### Metal 1

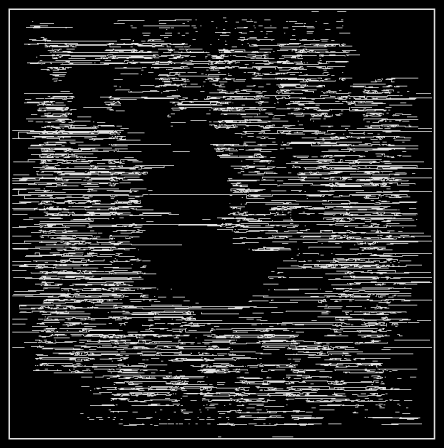
### Metal 2

The bar under the picture is 50 um long.
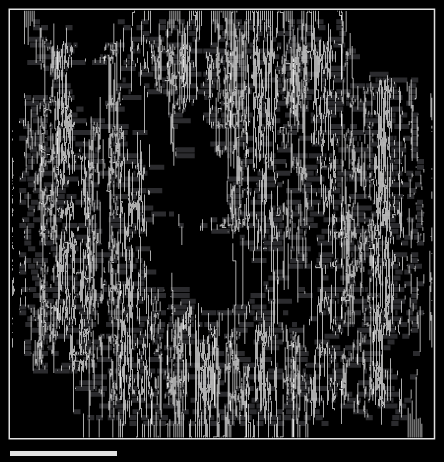
### M3 wires

The bar under the picture is 50 um long.
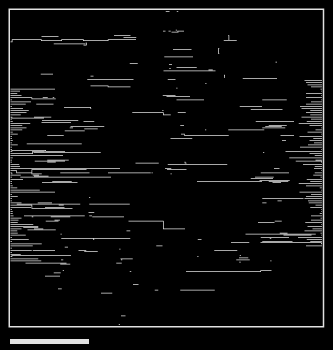
### Signal wires on met4

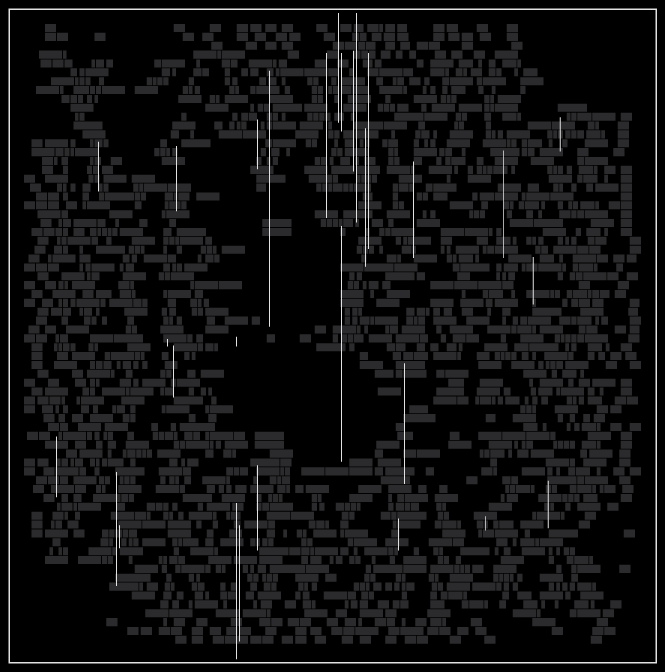
### Routing congestion

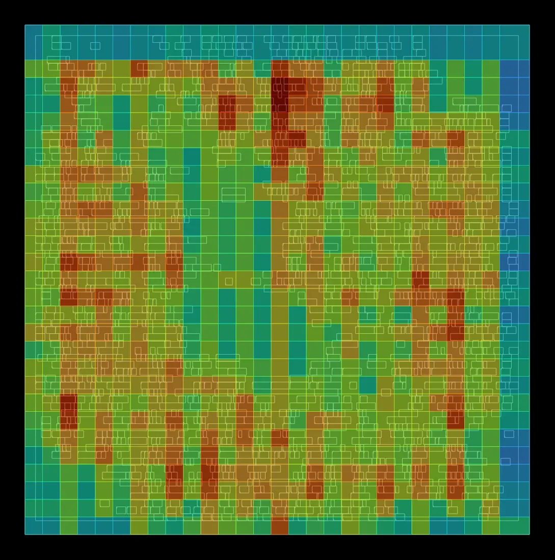
==> config.mk <==
export PLATFORM = sky130hd
export DESIGN_NAME = pipe_stage_reg
export DESIGN_NICKNAME = d
export VERILOG_FILES = /design/src/rtl/pipe_stage_reg.sv
export SDC_FILE = /design/constraint.sdc
export NUM_CORES = 1
export LEC_CHECK = 0
export CAP_MARGIN = 10
export CORE_AREA = 4 4 194 196
export DETAILED_ROUTE_END_ITERATION = 8
export DIE_AREA = 0 0 198 200
export PLACE_DENSITY = 0.59
export SLEW_MARGIN = 20
export SYNTH_ARGS = -nofsm -noshare
export SYNTH_HDL_FRONTEND = slang
export SYNTH_SLANG_ARGS = --single-unit
==> constraint.sdc <==
create_clock -name i_clk -period 2.2 [get_ports i_clk]
set_input_delay 0.55 -clock i_clk [delete_from_list [all_inputs] [get_ports i_clk]]
set_output_delay 0.55 -clock i_clk [all_outputs]
set_load 0.02 [all_outputs]
==> out/metrics.yaml <==
run_status:
  outcome: "finished, final reports clean"
power:
  seq_power_share: 0.436
  powerClk_mw: 5.82
  swShare: 0.237
  max-vdd-ir-drop_v: 0.000416
  pg_seq_mw: 5.43
  power_mw: 12.4
  p_comb_frac: 0.096
  powerComb_mw: 1.19
critical_path:
  cp_max_fo: 5
  cp_slowest_cell: "dfxtp_1"
  endpoint_kind: "primary output"
  path_class: "flip-flop to primary output"
  cp_num_cells: 4
  critical_path.cell_chain: "nor2_4 > buf_12 > nor2b_1 > dlygate4sd2_1"
  cp.buffers_inverters: 2
  r2r_slack_ns: 0.37
  worst_ep_arrival_time_ns: 1.58
routing:
  routed-wl-met3_um: 3250
  wirelength_met1_um: 19600
  final_antenna_net_count: 0
  drt_iter0_drc: 1024
place:
  place.gp.congestion: 0.782
  dp_slack_ns: -0.174
  placed_area_um2: 16100
  dp_hpwl_um: 26600
yosys:
  synthesis.nets: 1667
  yosysCellCount: 1518
  largest_area_cell: "dfxtp_1"
  flop_cell: "dfxtp_1"
  top_area_frac: 0.467
  mux_share: 0.0152
  common_cells: "291 x dfxtp_1, 253 x o21ai_0, 183 x nand2_1"
  synth-compound-area-share: 0.218
  ys_types: 33
  xor_share: 0
  netlist_area_um2: 12500
  logic_family: "simple AND/OR/NAND/NOR gates"
  ys_sh_adder: 0
  ys_ff: 291
  ys_async_sr_fraction: 0
final_layout:
  lay_top_count: "dfxtp_1"
  sh_comb_area: 0.341
  buf_share: 0.222
  nClkBuffers: 50
  clock_tree_area_fraction: 0.0667
  num-multi-input-gates: 1048
  seq_cell_count: 291
  layout_top_cells: "291 x dfxtp_1, 274 x clkdlybuf4s50_1, 253 x o21ai_0"
  buffers: 362
  dominant_cells: "logic gates"
  flop_area_um2: 5830
  design_area_um2: 17300
  num-nonclk-inverters: 1
final_timing:
  final.setup.tns_ns: 0
  fin_crit_ns: 2.13
  period_used_share: 0.969
  skew_ns: 0.0109
  finalSetupViolCount: 0
  slew_violations: 0
  max_freq_ghz: 0.469
  slew_headroom: 0.595
  hold_slack_ns: 0.451
  worst_pin_slew_ns: 0.608
  finalHoldViolCount: 0
floorplanning:
  chip_area_um2: 39600
  core_area_um2: 36100
  fp_util: 0.346
  ios: 297
  placementRows: 70
cts:
  cts_max_level: 2
  clk_latency_ns: 0.50
  clock_path_buffers: 3
  cts_root_buf: "clkbuf_16"
  cts_resized: 23
  path_clk_slew_ns: 0.06
  postCtsSetupBuffers: 2
  cts_buffers: 34
  cts_tree: "yes"
run:
  max-cap-violations: 0
worst_hold_path:
  hold_class: "flip-flop to flip-flop"
  hold_depth: 2
global_route:
  grt_start_max_net_pins: 151
-- 'Metal 1' (at the start) --
longest straight run	53.4 um
wire length on this layer	19600 um
nets with wire on the layer	1714
GR Util met1: 0.296
routed vias: 12300
final wirelength: 42600 um

-- 'Metal 2' (at the start) --
longest straight run	64.3 um
nets with wire on the layer	1531
share of all routed wire	44%
wire length on this layer	18800 um
main direction	vertical
met2 Use GR: 0.310

-- 'M3 wires' (at the start) --
main direction	horizontal
share of all routed wire	7.6%
met3 Use GR: 0.0413

-- 'Signal wires on met4' (at the start) --
wire length on this layer	850 um
main direction	vertical
nets with wire on the layer	20

-- 'Routing congestion' (at the start) --
Util after Layout: 0.479
routed wire length per instance: 19.1 um
most crowded layer after global routing: met2
GRT Overall Usage: 0.203

Power is estimated from default activity; no workload was simulated.
